File: src/rtl/powlib_busfifo_pkg.sv
//------------------------------------------------------------------------------
// powlib_busfifo_pkg
//
// Purpose: shared helpers for the bus FIFO slice.
//   - powlib_clogb2: ceiling log2, used to size pointers and occupancy
//     counters from a depth parameter.
//
// Ports: none (package).
//------------------------------------------------------------------------------
package powlib_busfifo_pkg;

    // Smallest number of bits needed to index 'value' distinct items.
    // For example, 8 gives 3 and 9 gives 4. A value of 0 or 1 gives 0, so
    // callers keep their arguments at 2 or more.
    function automatic int powlib_clogb2(input int value);
        int result;
        result = 0;
        for (int v = value - 1; v > 0; v = v >> 1) begin
            result++;
        end
        return result;
    endfunction

endpackage : powlib_busfifo_pkg

File: src/rtl/powlib_dpram.sv
//------------------------------------------------------------------------------
// powlib_dpram
//
// Purpose: simple dual-port RAM used as FIFO storage. One port writes
// synchronously with a per-bit write enable. The other port reads
// asynchronously, so the read data follows the read address in the same
// cycle. The contents are not reset.
//
// Ports:
//   clk     in   1    rising-edge clock for the write port
//   wraddr  in   AW   write address
//   wrdata  in   W    write data
//   wrbe    in   W    per-bit write enable (1 = bit is written)
//   rdaddr  in   AW   read address
//   rddata  out  W    read data (combinational from rdaddr)
//------------------------------------------------------------------------------
module powlib_dpram
    import powlib_busfifo_pkg::*;
#(
    parameter string ID = "DPRAM",
    parameter int    W  = 32,
    parameter int    D  = 8,
    parameter int    AW = powlib_clogb2(D)
) (
    input  logic          clk,
    input  logic [AW-1:0] wraddr,
    input  logic [W-1:0]  wrdata,
    input  logic [W-1:0]  wrbe,
    input  logic [AW-1:0] rdaddr,
    output logic [W-1:0]  rddata
);

    // An empty memory or a zero-width word makes no sense, so the build is
    // stopped with the instance name.
    if (D < 1 || W < 1) begin : g_cfg_error
        $error("%s: invalid RAM configuration W=%0d D=%0d", ID, W, D);
    end

    logic [W-1:0] mem [D];

    // Write port. Only the bits selected by wrbe are updated. The other bits
    // of the addressed word keep their old value, so an all-zero enable
    // leaves the memory unchanged.
    always_ff @(posedge clk) begin
        mem[wraddr] <= (mem[wraddr] & ~wrbe) | (wrdata & wrbe);
    end

    // Read port. It is asynchronous, so the FIFO head is visible in the same
    // cycle that the read pointer points at it.
    assign rddata = mem[rdaddr];

endmodule : powlib_dpram

File: src/rtl/powlib_busfifo.sv
//------------------------------------------------------------------------------
// powlib_busfifo
//
// Purpose: single-clock, first-word-fall-through bus FIFO. Each entry holds an
// address word and a data word. Both sides use a valid/ready handshake. A
// programmable nearly-full flag lets upstream pipelines stall early. Storage
// is a powlib_dpram; all control logic is in this module.
//
// Ports:
//   clk     in   1     rising-edge clock
//   rst     in   1     asynchronous, active-low reset
//   wraddr  in   B_AW  write-side address
//   wrdata  in   B_DW  write-side data
//   wrvld   in   1     write request
//   wrrdy   out  1     FIFO not full
//   wrnf    out  1     nearly full: free entries <= NFS
//   rdaddr  out  B_AW  head entry address
//   rddata  out  B_DW  head entry data
//   rdvld   out  1     FIFO not empty; head entry is valid
//   rdrdy   in   1     consumer accepts the head entry
//
// EAR and S are kept only so existing instantiations still compile. Reset is
// always asynchronous, and no synchronizer stages are needed with one clock.
// EDBG is kept for the same reason; write/read tracing stays in the
// simulation environment and is not part of this synthesizable build.
//------------------------------------------------------------------------------
module powlib_busfifo
    import powlib_busfifo_pkg::*;
#(
    parameter string ID   = "BUSFIFO",
    parameter int    EAR  = 0,
    parameter int    EDBG = 0,
    parameter int    NFS  = 0,
    parameter int    D    = 8,
    parameter int    S    = 0,
    parameter int    B_AW = 32,
    parameter int    B_DW = 32
) (
    input  logic            clk,
    input  logic            rst,
    input  logic [B_AW-1:0] wraddr,
    input  logic [B_DW-1:0] wrdata,
    input  logic            wrvld,
    output logic            wrrdy,
    output logic            wrnf,
    output logic [B_AW-1:0] rdaddr,
    output logic [B_DW-1:0] rddata,
    output logic            rdvld,
    input  logic            rdrdy
);

    localparam int W  = B_AW + B_DW;
    localparam int PW = powlib_clogb2(D);
    localparam int CW = powlib_clogb2(D + 1);

    localparam logic [CW-1:0] DEPTH_C = CW'(D);
    localparam logic [CW-1:0] NFS_C   = CW'(NFS);
    localparam logic [PW-1:0] LAST_C  = PW'(D - 1);

    // If the nearly-full slack is not below the depth, the nearly-full flag
    // would always be set. A single-entry FIFO cannot hold a word while the
    // next one is being written. Both cases stop the build.
    if (NFS >= D || D < 2) begin : g_cfg_error
        $error("%s: invalid configuration NFS=%0d D=%0d (need D >= 2 and NFS < D)",
               ID, NFS, D);
    end

    logic          unused_cfg;
    logic [PW-1:0] wr_ptr;
    logic [PW-1:0] rd_ptr;
    logic [CW-1:0] count;
    logic          wr_acc;
    logic          rd_acc;
    logic [W-1:0]  head;

    assign unused_cfg = (EAR != 0) ^ (EDBG != 0) ^ (S != 0);

    // All flags come only from the registered count. The input handshakes
    // do not change them in the same cycle. Because of this, a full FIFO
    // refuses a write even when a pop happens in that cycle.
    assign wrrdy = (count != DEPTH_C);
    assign rdvld = (count != '0);
    assign wrnf  = ((DEPTH_C - count) <= NFS_C);

    assign wr_acc = wrvld && wrrdy;
    assign rd_acc = rdvld && rdrdy;

    // Write pointer. It moves on every accepted write and wraps from D-1
    // to 0, so the depth does not need to be a power of two.
    always_ff @(posedge clk or negedge rst) begin
        if (!rst) begin
            wr_ptr <= '0;
        end else if (wr_acc) begin
            wr_ptr <= (wr_ptr == LAST_C) ? '0 : wr_ptr + 1'b1;
        end
    end

    // Read pointer. It moves on every accepted pop and wraps the same way as
    // the write pointer. The RAM read is asynchronous, so the new head is
    // visible right after the edge.
    always_ff @(posedge clk or negedge rst) begin
        if (!rst) begin
            rd_ptr <= '0;
        end else if (rd_acc) begin
            rd_ptr <= (rd_ptr == LAST_C) ? '0 : rd_ptr + 1'b1;
        end
    end

    // Occupancy count. A write and a read in the same cycle cancel out.
    // Reset clears the count at once, so every stored entry is discarded
    // even mid-stream.
    always_ff @(posedge clk or negedge rst) begin
        if (!rst) begin
            count <= '0;
        end else begin
            case ({wr_acc, rd_acc})
                2'b10:   count <= count + 1'b1;
                2'b01:   count <= count - 1'b1;
                default: count <= count;
            endcase
        end
    end

    // Storage. All write-enable bits are tied to the write accept, so a
    // refused or idle cycle never changes the RAM. The address is packed
    // above the data in each word.
    powlib_dpram #(
        .ID ({ID, "_DPRAM"}),
        .W  (W),
        .D  (D),
        .AW (PW)
    ) u_dpram (
        .clk    (clk),
        .wraddr (wr_ptr),
        .wrdata ({wraddr, wrdata}),
        .wrbe   ({W{wr_acc}}),
        .rdaddr (rd_ptr),
        .rddata (head)
    );

    assign rdaddr = head[W-1 -: B_AW];
    assign rddata = head[B_DW-1:0];

endmodule : powlib_busfifo

File: config.mk
export PLATFORM = sky130hd
export DESIGN_NAME = powlib_busfifo
export DESIGN_NICKNAME = d
export VERILOG_FILES = /design/src/rtl/powlib_busfifo_pkg.sv /design/src/rtl/powlib_dpram.sv /design/src/rtl/powlib_busfifo.sv
export SDC_FILE = /design/constraint.sdc
export NUM_CORES = 1
export LEC_CHECK = 0
export ABC_AREA = 1
export CAP_MARGIN = 10
export CORE_MARGIN = 2
export CORE_UTILIZATION = 35
export CTS_CLUSTER_SIZE = 30
export DETAILED_ROUTE_END_ITERATION = 8
export SLEW_MARGIN = 20
export SYNTH_ARGS = -nofsm -noshare
export SYNTH_HDL_FRONTEND = slang
export SYNTH_SLANG_ARGS = --single-unit
File: constraint.sdc
create_clock -name clk -period 10.1 [get_ports clk]
set_input_delay 2.02 -clock clk [delete_from_list [all_inputs] [get_ports clk]]
set_output_delay 2.02 -clock clk [all_outputs]
set_load 0.01 [all_outputs]
run_1/metal_stack.png
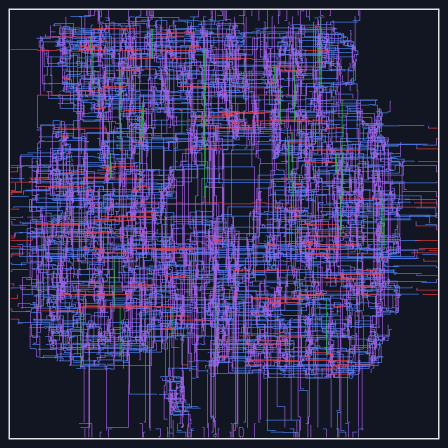
Blue stands for met1, wire length 32.5 mm. Purple stands for met2, wire length 35.7 mm. Red stands for met3, wire length 4020 µm. Green stands for met4, wire length 1800 µm.
average wire per standard cell: 18.1 µm
drt total wl: 74100 µm
Via Count: 20745
GRT Resource Usage Total: 0.186

run_1/gate_families.png
The bar under the picture is 100 µm long.
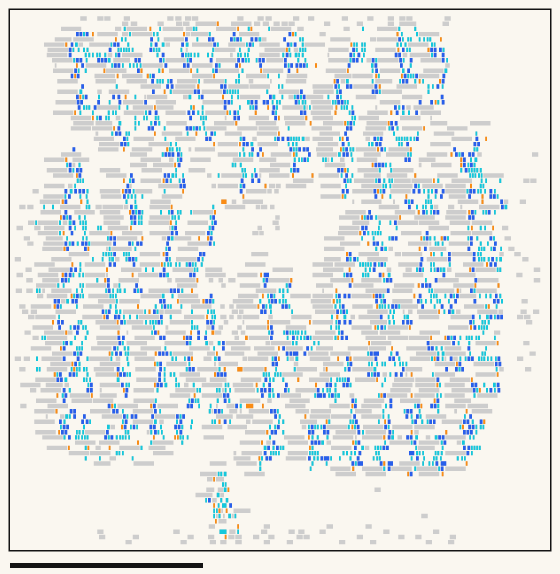
Orange stands for inverters, cells 270, most used inv_1, where spread over the die. Blue stands for inverting AOI/OAI gates, cells 774, most used o21ai_0, where spread over the die. Cyan stands for NAND gates, cells 1183, most used nand2_1, where spread over the die.
Final Non-Filler Cells: 4091
highest-count logic cell in the final layout: nand2_1

run_1/registers.png
Other sequential cells in the stronger gray, the rest of the logic in the fainter gray.
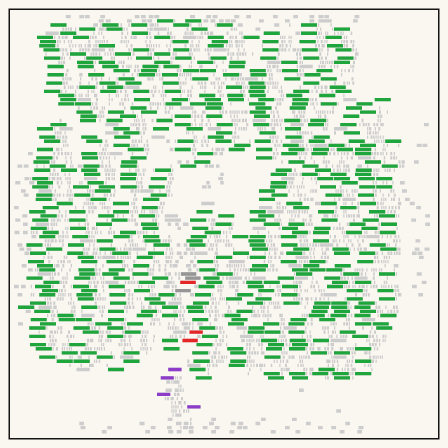
Red stands for `rd_ptr`, sequential cells 3. Green stands for `u_dpram.mem`, sequential cells 512, where spread over the die. Purple stands for `count`, sequential cells 4.
fin util: 0.402
power in sequential cells: 3.82 mW

==> results.yml, run 1 <==
# yosys + openroad results
clock_tree:
  htreeDepth: 2
  cts.sinks: 522
  clk_pin_slew_ns: 0.06
  cts.repair.resized: 0
  clock-root-buffer: "clkbuf_16"
  cts_hold_buffers: 0
  cts_tree: "yes"
  clk_latency_ns: 0.62
  cts_buffer_depth: 3
  post_cts.repair.setup_buffers: 0
pwr:
  switching_share: 0.422
  p_per_area_nw_per_um2: 357
  intPower_mw: 6.30
  p_leak_nw: 12.2
  clkPwrFrac: 0.188
  sequentialPowerShare: 0.350
setup_path:
  cp.arrival_ns: 3.76
  start_kind: "flip-flop"
  worstSetupEndpointType: "output pin"
  ff2ff_path_depth: 4
  crit_path_max_fanout: 251
  critical_path_class: "reg2out"
detailed_routing:
  drt_iter0_markers: 1624
  firstDrtPassIters: 5
  drc_errors: 0
  postRouteAntennaNets: 0
floorplan:
  num_rows: 101
  fp_util: 0.353
  ioPinCount: 135
  chip_area_um2: 78700
  die_y_um: 280
grt:
  antenna_found_initial: 0
  grt_max_degree: 252
  grt_pass1_vias: 19442
  grt_pass1_wl_um: 113000
yosys:
  synthCells: 3051
  synth-edff-count: 512
  synth_top_area_share: 0.575
  top_cells_by_area: "edfxtp_1, nand2_1, o21ai_0, a21oi_1, inv_1"
  postSynthSeqShare: 0.584
  synthFlopType: "edfxtp_1"
  synth.most_common_cell: "nand2_1"
  ys_area_um2: 26700
  synthAoiAreaFrac: 0.164
  yosys-stat-cells: 3051
  ys_top_logic_family: "simple AND/OR/NAND/NOR gates"
  top_area_cell: "edfxtp_1"
  synth.cellmix.simpleShare: 0.172
  synth_area_um2: 26700
  synth_nets: 3126
sta:
  fin_crit_sh: 0.573
  finalSetupViolCount: 0
  slew_headroom: 0.225
  whs_ns: 0.549
  rsz0062_at_grt: "false"
  drv_slew: 0
  tightest_slew_ns: 1.16
  tns_ns: 0
placed_design:
  post-place-ws_ns: 4.94
  placed_cell_area_um2: 28600
  place_congestion: 0.770
  io_buffers: 134
layout:
  nNetsFinal: 3140
  diodes: 0
  area_growth_pct: 13.9
  drive_gt1_frac: 0.0443
  finalInstanceArea_um2: 30500
job:
  maxCapViolations: 0
  warnings: 39
outcome:
  status: "finished clean"
worst_hold_path:
  worstHoldPathCells: 1
  min_path_type: "reg2reg"
run 1: flip-flops by register name, summed over array words and instances (netlist names):
register / count
u_dpram.mem: 512
wr_ptr: 3
rd_ptr: 3
count: 4
run 1: cells in the final DEF (no fill, tap or decap), types with 16 or more instances in the layout:
master and count:
a21oi_1 245, buf_4 31, clkbuf_1 16, clkbuf_16 61, clkdlybuf4s50_1 134, clkinv_1 16, edfxtp_1 512, inv_1 265
nand2_1 1111, nand3_1 70, o21a_1 63, o21ai_0 378, o21ai_1 142
run 1: metrics by stage:
| stage | power (mW) | instances | utilization |
|---|---|---|---|
| after floorplan | 7.21 | 3051 | - |
| after global placement | 8.87 | 3983 | 0.378 |
| after detailed placement | 8.92 | 3983 | 0.378 |
| after CTS | 11.0 | 4091 | 0.402 |
| after global routing | 11.7 | 4091 | 0.402 |
| final | 10.9 | 4091 | 0.402 |
run 1: power by group through the flow:
stage               Clock (mW)  Sequential [mW]  Combinational, mW
global route              2.17             3.89               5.67
finish                    2.05             3.82               5.03
detailed placement           0             3.86               5.06
global placement             0             3.84               5.03
CTS                       2.09             3.81               5.09
floorplan                    0             3.72               3.49
run 1: routing by layer:
metal,share of wire,vias up,GRT usage
met3,0.054,115,0.0242
li1,-,10230,-
met1,0.44,9823,0.245
met4,0.024,0,0.0555
met2,0.48,577,0.319
met5,0,-,0
run 1: path summary, 6_finish.rpt:
kind,slack [ns],start,endpoint
worst max-delay path,4.32,rd_ptr[0],rdaddr[6]
worst min register to register,0.55,count[0],count[0]
worst max register to register,6.65,wr_ptr[2],u_dpram.mem[4][13]
min in group asynchronous,1.74,rst,count[1]
max in group asynchronous,7.96,rst,rd_ptr[2]
worst min-delay path,0.55,count[0],count[0]
run 1: cell families after synthesis:
kind of cell	after synthesis
fa+ha+maj	7
buf+inv	483
simple gates	1199
xor+xnor	2
compound gates	838
flops	522
run 1: worst max-delay path, stage by stage (launching register included):
cell	delay, ns
dfrtp_1	0.48
inv_8	0.54
buf_12	0.66
o21ai_0	0.26
nand2_1	0.13
o21a_1	0.17
clkdlybuf4s50_1	0.55
run 1: final cells by class:
| cell class | instances | area [µm²] |
|---|---|---|
| multi-input cells | 2046 | 9150 |
| flip-flops and latches | 522 | 15600 |
| repair buffers | 167 | 1610 |
| clock buffers | 77 | 1590 |
| well taps | 978 | 1220 |
| clock inverters | 31 | 239 |
| fillers | 7474 | 45300 |
| inverters | 270 | 1030 |
==> run 2: changes to the inputs <==
Clock period 10.1 ns to 4.85 ns, I/O delays scaled along.
run_2/gate_families.png
The bar under the picture is 100 µm long.
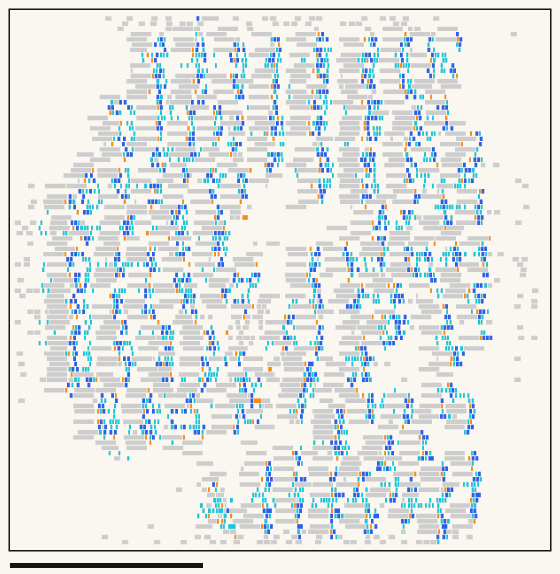
Cyan stands for NAND gates, cells 1183, most used nand2_1, where spread over the die. Orange stands for inverters, cells 270, most used inv_1, where spread over the die. Blue stands for inverting AOI/OAI gates, cells 774, most used o21ai_0, where spread over the die.
Final Non-Filler Cells: 4092
combinational fraction of the cell area: 0.300

run_2/registers.png
Other sequential cells in the stronger gray, the rest of the logic in the fainter gray.
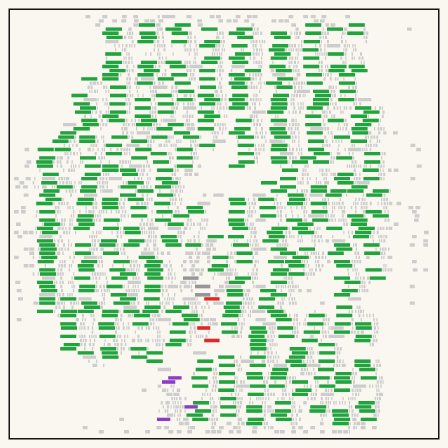
Purple stands for `count`, sequential cells 4. Red stands for `rd_ptr`, sequential cells 3. Green stands for `u_dpram.mem`, sequential cells 512, where spread over the die.
Seq area share: 0.511
power in sequential cells: 7.86 mW

==> results.yml, run 2 <==
# yosys + openroad results
placed_design:
  place_congestion: 0.752
  io_buffers: 134
  placed_cell_area_um2: 28800
  dpl.cell_count: 3989
  post-place-ws_ns: 1.47
detailed_routing:
  firstDrtPassIters: 6
  drc_errors: 0
  drt_iter0_markers: 1560
  postRouteAntennaNets: 0
  wirelength_um: 73500
sta:
  tightest_slew_ns: 1.04
  finalSetupViolCount: 0
  fin_crit_sh: 0.828
  rsz0062_at_grt: "false"
  drv_slew: 0
setup_path:
  critical_path_class: "reg2out"
  endpoint: "rddata[17]"
  worstSetupEndpointType: "output pin"
  cp.arrival_ns: 3.04
  timing.rr.start: "wr_ptr[0]"
  ff2ff_path_depth: 8
  rrSetupSlack_ns: 2.15
  crit_path_max_fanout: 71
  r2r-end: "u_dpram.mem[0][57]"
layout:
  largest_register_ffs: 512
  largest_registers: "u_dpram.mem: 512 flops, count: 4 flops"
  lay_top_count: "nand2_1"
  diodes: 0
  lay_top_cells: "nand2_1, edfxtp_1, o21ai_0"
  area_growth_pct: 14.4
  top_register: "u_dpram.mem"
  post-route-util: 0.404
job:
  warnings: 37
  maxCapViolations: 0
clock_tree:
  cts_hold_buffers: 0
  clock-root-buffer: "clkbuf_16"
  cts.sinks: 522
  htreeDepth: 2
  cts_buffer_depth: 3
  cts.repair.resized: 0
yosys:
  yosys-stat-cells: 3051
  postSynthSeqShare: 0.584
  synth.most_common_cell: "nand2_1"
  synthAoiAreaFrac: 0.164
  ys_top_logic_family: "simple AND/OR/NAND/NOR gates"
  ys_area_um2: 26700
  synthCells: 3051
  synth_area_um2: 26700
floorplan:
  die_y_um: 280
  chip_area_um2: 78700
  fp_util: 0.353
outcome:
  status: "finished clean"
grt:
  grtUsageTotal: 0.184
  grt_pass1_wl_um: 111000
  grt_max_degree: 241
  grt_pass1_vias: 19259
worst_hold_path:
  hold_start: "count[0]"
pwr:
  p_per_area_nw_per_um2: 741
  total_power_mw: 22.7
  clkPwrFrac: 0.180
## run 2: cell counts after synthesis
Identical to the previous run, type by type.
## run 2: critical path, stage by stage (launching register included)
cell and delay, ns:
dfrtp_1 0.48, inv_8 0.37, buf_4 0.53, o21ai_0 0.17, nand3_1 0.11, o21a_1 0.20, clkdlybuf4s50_1 0.57
## run 2: area by class of cell
type	instances	area, µm²
Clock buffer	69	1470
Clock inverter	33	272
Fill cell	7398	45200
Inverter	270	1030
Multi-Input combinational cell	2046	9170
Sequential cell	522	15600
Tap cell	978	1220
Timing Repair Buffer	174	1790
## run 2: cells by family (layout without fill, tap and decap cells)
logic type,after synthesis,after routing
simple gates,1199,1199
flops,522,522
xor+xnor,2,2
fa+ha+maj,7,7
buf+inv,483,546
compound gates,838,838
## run 2: layer usage
metal,wire [µm],vias to the layer above,track usage,share of wire
li1,-,10244,-,-
met1,32300,9601,0.246,0.44
met2,35300,600,0.315,0.48
met3,4310,96,0.0241,0.059
met4,1490,0,0.0481,0.020
met5,0,-,0,0
## run 2: worst min-delay path by stage
stage | to | slack [ns] | cells past startpoint
2_1_floorplan | count[0] | 0.49 | 1
3_3_place_gp | count[0] | 0.52 | 1
3_5_place_dp | count[0] | 0.54 | 1
4_1_cts | count[0] | 0.55 | 1
5_1_grt | count[0] | 0.57 | 1
6_report | count[0] | 0.55 | 1
## run 2: power groups by stage
stage	Combinational [mW]	Clock, mW	Sequential [mW]
after floorplan	7.29	0	7.69
after global placement	10.7	0	7.93
after detailed placement	10.8	0	7.95
after CTS	10.8	4.18	7.86
after global routing	12.1	4.36	8.00
final	10.7	4.09	7.86
==> run 3: changes to the inputs <==
Clock period 4.85 ns to 4.1 ns, I/O delays scaled along.
run_3/final_clocks.png
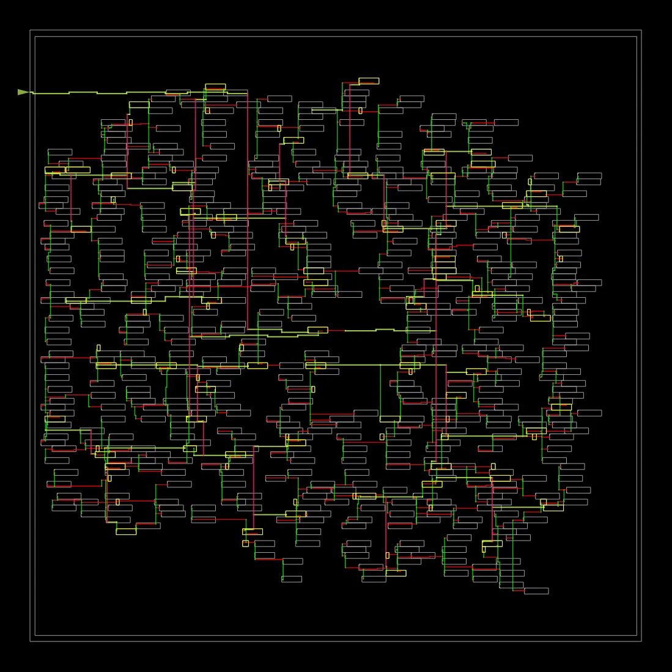
CLK BUF: 72
number of buffers created by CTS: 57
flop count: 522

run_3/metal_stack.png
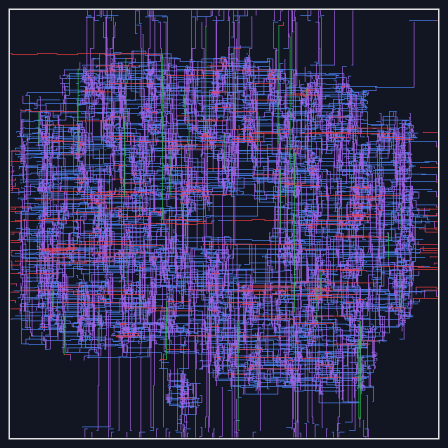
Purple stands for met2, wire length 35.4 mm. Blue stands for met1, wire length 32.9 mm. Green stands for met4, wire length 1720 µm. Red stands for met3, wire length 4090 µm.
GRT Resource Usage Total: 0.187
Via Count: 20749
average wire per standard cell: 18.1 µm
drt total wl: 74200 µm

==> results.yml, run 3 <==
# yosys + openroad results
setup_path:
  cpPeakStageDelay_ns: 0.60
  critical_path_class: "reg2out"
  worstSetupEndpointType: "output pin"
  path_cells: "inv_8 > buf_4 > o21ai_0 > nand3_1 > o21a_1 > clkdlybuf4s50_1"
  cp.arrival_ns: 3.05
  rrSetupSlack_ns: 1.29
  crit_path_max_fanout: 132
  ff2ff_path_depth: 3
  endpoint: "rddata[1]"
layout:
  post-route-util: 0.407
  top_register: "u_dpram.mem"
  fillers: 7432
  diodes: 0
  lay_top_count: "nand2_1"
  lay_top_cells: "nand2_1, edfxtp_1, o21ai_0"
  largest_register_ffs: 512
  largest_registers: "u_dpram.mem: 512 flops, count: 4 flops"
pwr:
  total_power_mw: 27.2
  p_per_area_nw_per_um2: 881
placed_design:
  place_congestion: 0.757
  post-place-ws_ns: 0.858
  io_buffers: 134
yosys:
  ys_area_um2: 26700
  synth_area_um2: 26700
  synth.most_common_cell: "nand2_1"
grt:
  grt_pass1_vias: 19257
  grt_max_degree: 218
  grt_pass1_wl_um: 113000
floorplan:
  die_y_um: 280
  fp_util: 0.353
clock_tree:
  htreeDepth: 2
  clock-root-buffer: "clkbuf_16"
  cts_hold_buffers: 0
detailed_routing:
  firstDrtPassIters: 5
  postRouteAntennaNets: 0
  drt_iter0_markers: 1798
sta:
  rsz0062_at_grt: "false"
  finalSetupViolCount: 0
  fin_crit_sh: 0.945
  tightest_slew_ns: 1.04
  drv_slew: 0
outcome:
  status: "finished clean"
job:
  maxCapViolations: 0
  warnings: 34
## run 3: cell counts after synthesis
No cell type changed its count.
## run 3: kinds of logic (layout without fill, tap and decap cells)
group | Yosys count | in the layout | synth area share
DFF | 522 | 522 | 0.584
and+or+nand+nor | 1199 | 1199 | 0.172
xor gates and xnor gates | 2 | 2 | 0.000655
AOI/OAI and AO/OA | 838 | 838 | 0.164
adders and majority gates | 7 | 7 | 0.00327
buffers and inverters | 483 | 564 | 0.0758
## run 3: report_power, final
| group | switching (mW) | internal (mW) | leakage (nW) | total [mW] |
|---|---|---|---|---|
| logic | 8.55 | 4.38 | 6.64 | 12.9 |
| registers | 0.772 | 8.51 | 4.87 | 9.28 |
| clock network | 2.09 | 2.86 | 0.871 | 4.96 |
## run 3: stage by stage
stage	hold slack, ns	area (µm²)	std cells	TNS (ns)
floorplan	0.494	26800	3051	-468.21
global placement	0.535	29100	4005	0
detailed placement	0.541	29100	4005	0
CTS	0.549	30800	4110	0
global route	0.572	30800	4110	0
finish	0.553	30800	4110	0
## run 3: layer usage
| layer | wire length (µm) | GRT usage |
|---|---|---|
| met4 | 1720 | 0.0562 |
| met5 | 0 | 0 |
| met2 | 35400 | 0.313 |
| met3 | 4090 | 0.0218 |
| met1 | 32900 | 0.253 |
## run 3: cell type report
cell class | count | area [µm²] | share of cell area
clock buffer | 72 | 1480 | 0.0481
timing repair buffer | 189 | 1990 | 0.0646
tap | 978 | 1220 | 0.0397
multi-input combinational | 2046 | 9170 | 0.297
inverter | 270 | 1030 | 0.0334
clock inverter | 33 | 307 | 0.00994
sequential | 522 | 15600 | 0.507
## run 3: worst max-delay path, delay by kind of cell, from the launching register on
family          cells  cell delay, ns
buf+inv             3            1.50
simple gates        1            0.07
flops               1            0.48
compound gates      2            0.34
## run 3: worst min path at each step
| stage | depth (start not counted) | startpoint | end | slack, ns |
|---|---|---|---|---|
| floorplan | 1 | count[0] | count[0] | 0.49 |
| global placement | 1 | count[0] | count[0] | 0.54 |
| CTS | 1 | rst | count[1] | 0.55 |
| finish | 1 | rst | count[2] | 0.55 |
| global route | 1 | rst | rd_ptr[0] | 0.57 |
| detailed placement | 1 | count[0] | count[0] | 0.54 |
Power and IR drop assume default switching activity.
